==> config.mk <==
export PLATFORM = sky130hd
export DESIGN_NAME = vec_act_serializer
export DESIGN_NICKNAME = d
export VERILOG_FILES = /design/src/rtl/mat_pkg.sv /design/src/rtl/vec_act.sv /design/src/rtl/vec_act_serializer.sv
export SDC_FILE = /design/constraint.sdc
export NUM_CORES = 1
export LEC_CHECK = 0
export ABC_CLOCK_PERIOD_IN_PS = 30000
export CORE_ASPECT_RATIO = 1.4
export CORE_MARGIN = 2
export CORE_UTILIZATION = 39
export CTS_CLUSTER_SIZE = 16
export DETAILED_ROUTE_END_ITERATION = 8
export HOLD_SLACK_MARGIN = 0.05
export PLACE_DENSITY = 0.67
export SETUP_SLACK_MARGIN = 0.2
export SYNTH_ARGS = -nofsm -noshare
export SYNTH_HDL_FRONTEND = slang
export SYNTH_HIERARCHICAL = 1
export SYNTH_SLANG_ARGS = --single-unit
==> constraint.sdc <==
create_clock -name clk -period 30 [get_ports clk]
set_input_delay 6 -clock clk [delete_from_list [all_inputs] [get_ports clk]]
set_output_delay 6 -clock clk [all_outputs]
set_load 0.02 [all_outputs]
==> src/rtl/mat_pkg.sv <==
// Shared definitions for the matrix-vector datapath and its output stages.
package mat_pkg;

    // Default vector length and element width, shared with mat_mul.
    localparam int N_DEFAULT = 16;
    localparam int W_DEFAULT = 16;

    // Serializer control states.
    typedef enum logic {
        IDLE   = 1'b0,
        STREAM = 1'b1
    } ser_state_t;

    // One result element at the default width.
    typedef logic signed [W_DEFAULT-1:0] elem_t;

endpackage

==> src/rtl/vec_act.sv <==
// Per-element activation: arithmetic right shift followed by an optional ReLU.
// Purely combinational so it can sit on any capture path.
module vec_act #(
    parameter int W     = 16,
    parameter int SHIFT = 0,
    parameter bit RELU  = 1'b1
) (
    input  logic signed [W-1:0] x,
    output logic signed [W-1:0] y
);

    logic signed [W-1:0] shifted;

    // Sign-extending shift rounds toward minus infinity and never needs extra width.
    assign shifted = x >>> SHIFT;

    // Clamp negatives to zero only when the rectifier is enabled.
    assign y = (RELU && shifted[W-1]) ? '0 : shifted;

endmodule

==> src/rtl/vec_act_serializer.sv <==
// Captures one N-element result vector in a single handshake, applies the
// activation to every element on the way in, then streams the elements out
// one per cycle over valid/ready.
module vec_act_serializer
    import mat_pkg::*;
#(
    parameter int N     = N_DEFAULT,
    parameter int W     = W_DEFAULT,
    parameter int SHIFT = 0,
    parameter bit RELU  = 1'b1
) (
    input  logic                 clk,
    input  logic                 rst,
    input  logic                 in_valid,
    output logic                 in_ready,
    input  logic signed [W-1:0]  in_vec [N],
    output logic                 out_valid,
    input  logic                 out_ready,
    output logic signed [W-1:0]  out_data,
    output logic [$clog2(N)-1:0] out_idx,
    output logic                 out_last,
    output logic                 busy
);

    localparam int               IDX_W    = $clog2(N);
    localparam logic [IDX_W-1:0] LAST_IDX = IDX_W'(N - 1);

    ser_state_t          state;
    ser_state_t          state_next;
    logic [IDX_W-1:0]    idx;
    logic [IDX_W-1:0]    idx_next;
    logic signed [W-1:0] act_vec [N];
    logic signed [W-1:0] buffer  [N];
    logic                capture;

    // One activation unit per element so the whole vector is processed on the capture edge.
    for (genvar i = 0; i < N; i++) begin : g_act
        vec_act #(
            .W     (W),
            .SHIFT (SHIFT),
            .RELU  (RELU)
        ) u_act (
            .x (in_vec[i]),
            .y (act_vec[i])
        );
    end

    // A vector is taken only while idle; in_valid during streaming is ignored.
    assign capture = (state == IDLE) && in_valid;

    // State and index registers; reset drops any buffered vector.
    always_ff @(posedge clk) begin
        // NOTE: non-blocking assignments so every flop samples pre-edge values.
        if (rst) begin
            state <= IDLE;
            idx   <= '0;
        end else begin
            state <= state_next;
            idx   <= idx_next;
        end
    end

    // Next-state and index sequencing: advance one element per accepted beat.
    always_comb begin
        // NOTE: defaults first so no path leaves a variable unassigned (no latches).
        state_next = state;
        idx_next   = idx;
        case (state)
            IDLE: begin
                if (in_valid) begin
                    state_next = STREAM;
                    idx_next   = '0;
                end
            end
            STREAM: begin
                if (out_ready) begin
                    if (idx == LAST_IDX) begin
                        state_next = IDLE;
                        idx_next   = '0;
                    end else begin
                        idx_next = idx + IDX_W'(1);
                    end
                end
            end
            default: begin
                state_next = IDLE;
                idx_next   = '0;
            end
        endcase
    end

    // Element buffer, written with already-activated values on the capture edge.
    always_ff @(posedge clk) begin
        // NOTE: no reset on the buffer; it is only read after a capture has filled it.
        if (capture) begin
            buffer <= act_vec;
        end
    end

    // Outputs decode registered state only; out_ready never reaches in_ready combinationally.
    always_comb begin
        in_ready  = (state == IDLE);
        out_valid = (state == STREAM);
        busy      = (state == STREAM);
        out_data  = '0;
        out_idx   = '0;
        out_last  = 1'b0;
        if (state == STREAM) begin
            out_data = buffer[idx];
            out_idx  = idx;
            out_last = (idx == LAST_IDX);
        end
    end

endmodule

==> results.yml <==
# synthesis and place-and-route metrics
placement:
  dpl_cell_area_sq_um: 15300
  post-dp-hpwl_mm: 23.7
pwr:
  power_sequential_mw: 0.434
  comb_power_share_pct: 11.3
  power.group.top: "sequential cells"
  combinationalPower_mw: 0.0953
  clock_power_share_pct: 37.4
floorplanning:
  die_area_sq_um: 33200
  nWellTaps: 395
  die_width_um: 155
  row_count: 77
  placeableCoreArea_sq_um: 31400
drt:
  maxUsedRoutingLayer: "met4"
  detail_route.vias_per_cell: 5.02
  met2WireLength_mm: 17.2
  remaining_design_rule_violation_count: 0
final_layout:
  largest_class: "sequential cells"
  inverters: 2
  filler_cell_count: 2670
  layout_top_cell_excl_fill_tap: "sky130_fd_sc_hd__clkdlybuf4s50_1"
  comb_area_share_pct: 25.3
  mostFrequentLayoutCells: "283 x sky130_fd_sc_hd__clkdlybuf4s50_1, 256 x sky130_fd_sc_hd__edfxtp_1, 112 x sky130_fd_sc_hd__nor2b_2"
  logic_gate_count: 446
final_timing:
  fin_skew_ns: 0.0114
  worst_pin_slew_ns: 1.16
  layout_min_cycle_time_ns: 9.97
  setup_failing_eps_final: 0
  drv_slew: 0
  finalHoldViolCount: 0
  fmax_mhz: 100
worst_setup_path:
  crit-reg2reg-launch: "busy"
  worstSetupStartpointType: "flip-flop"
  critPathCaptureType: "primary output"
synth:
  synthMuxAreaShare_pct: 11.5
  yosysCellCount: 767
  synth_largest_type_area_fraction_pct: 62.1
  mappedNetlistNets: 1028
  ys_chip_area_sq_um: 12400
  postSynthAreaPerCell_sq_um: 16.1
  yosys.area_share.aoi_pct: 3.56
  yosys-top-cells-count: "256 x sky130_fd_sc_hd__edfxtp_1, 112 x sky130_fd_sc_hd__nor2b_2, 52 x sky130_fd_sc_hd__nor2b_1"
global_route:
  wire_length_of_the_first_global_routing_pass_mm: 48.1
  grt_util_met3_pct: 2.50
  global_route.usage.total_pct: 19.7
cts:
  ctsRootBufferMaster: "sky130_fd_sc_hd__clkbuf_16"
run_status:
  status: "finished clean"
==> images/cell_density.png <==
Scale: 1.5 px per um. The die is cut into 15 by 21 equal tiles; dark blue is low, red is high, 0 to 100% covered.
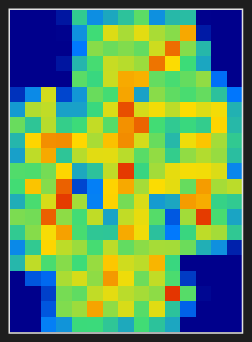
- mean over tiles: 47%
- nearly empty tiles: 17%
- emptiest ninth of the die: north-west
- tiles over 75% full: 12%
- fullest tile: 94%

==> images/sizes.png <==
Scale: 1.5 px per um.
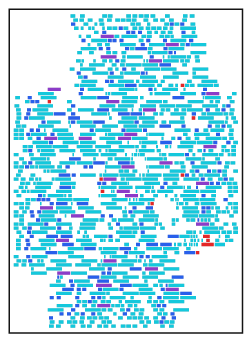
- _0 and _1 cells: cyan (cells 803; share 77%; most used clkdlybuf4s50_1)
- _3 and _4 cells: red (cells 11; share 1.0%; most used buf_4)
- _6 and larger: purple (cells 29; share 2.8%; most used clkbuf_16)
- _2 cells: blue (cells 205; share 20%; most used nor2b_2)

==> images/io_fan.png <==
Scale: 1.5 px per um.
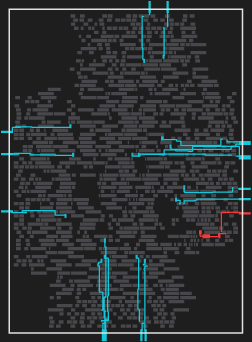
- in_valid: red (bits 1; direction input; end cells 3; buffers 1; wire 49.1 um)
- out_data: cyan (bits 16; direction output; end cells 16; buffers 16; wire 830 um)

No activity file was given, so power comes from the tool's default toggle rates.
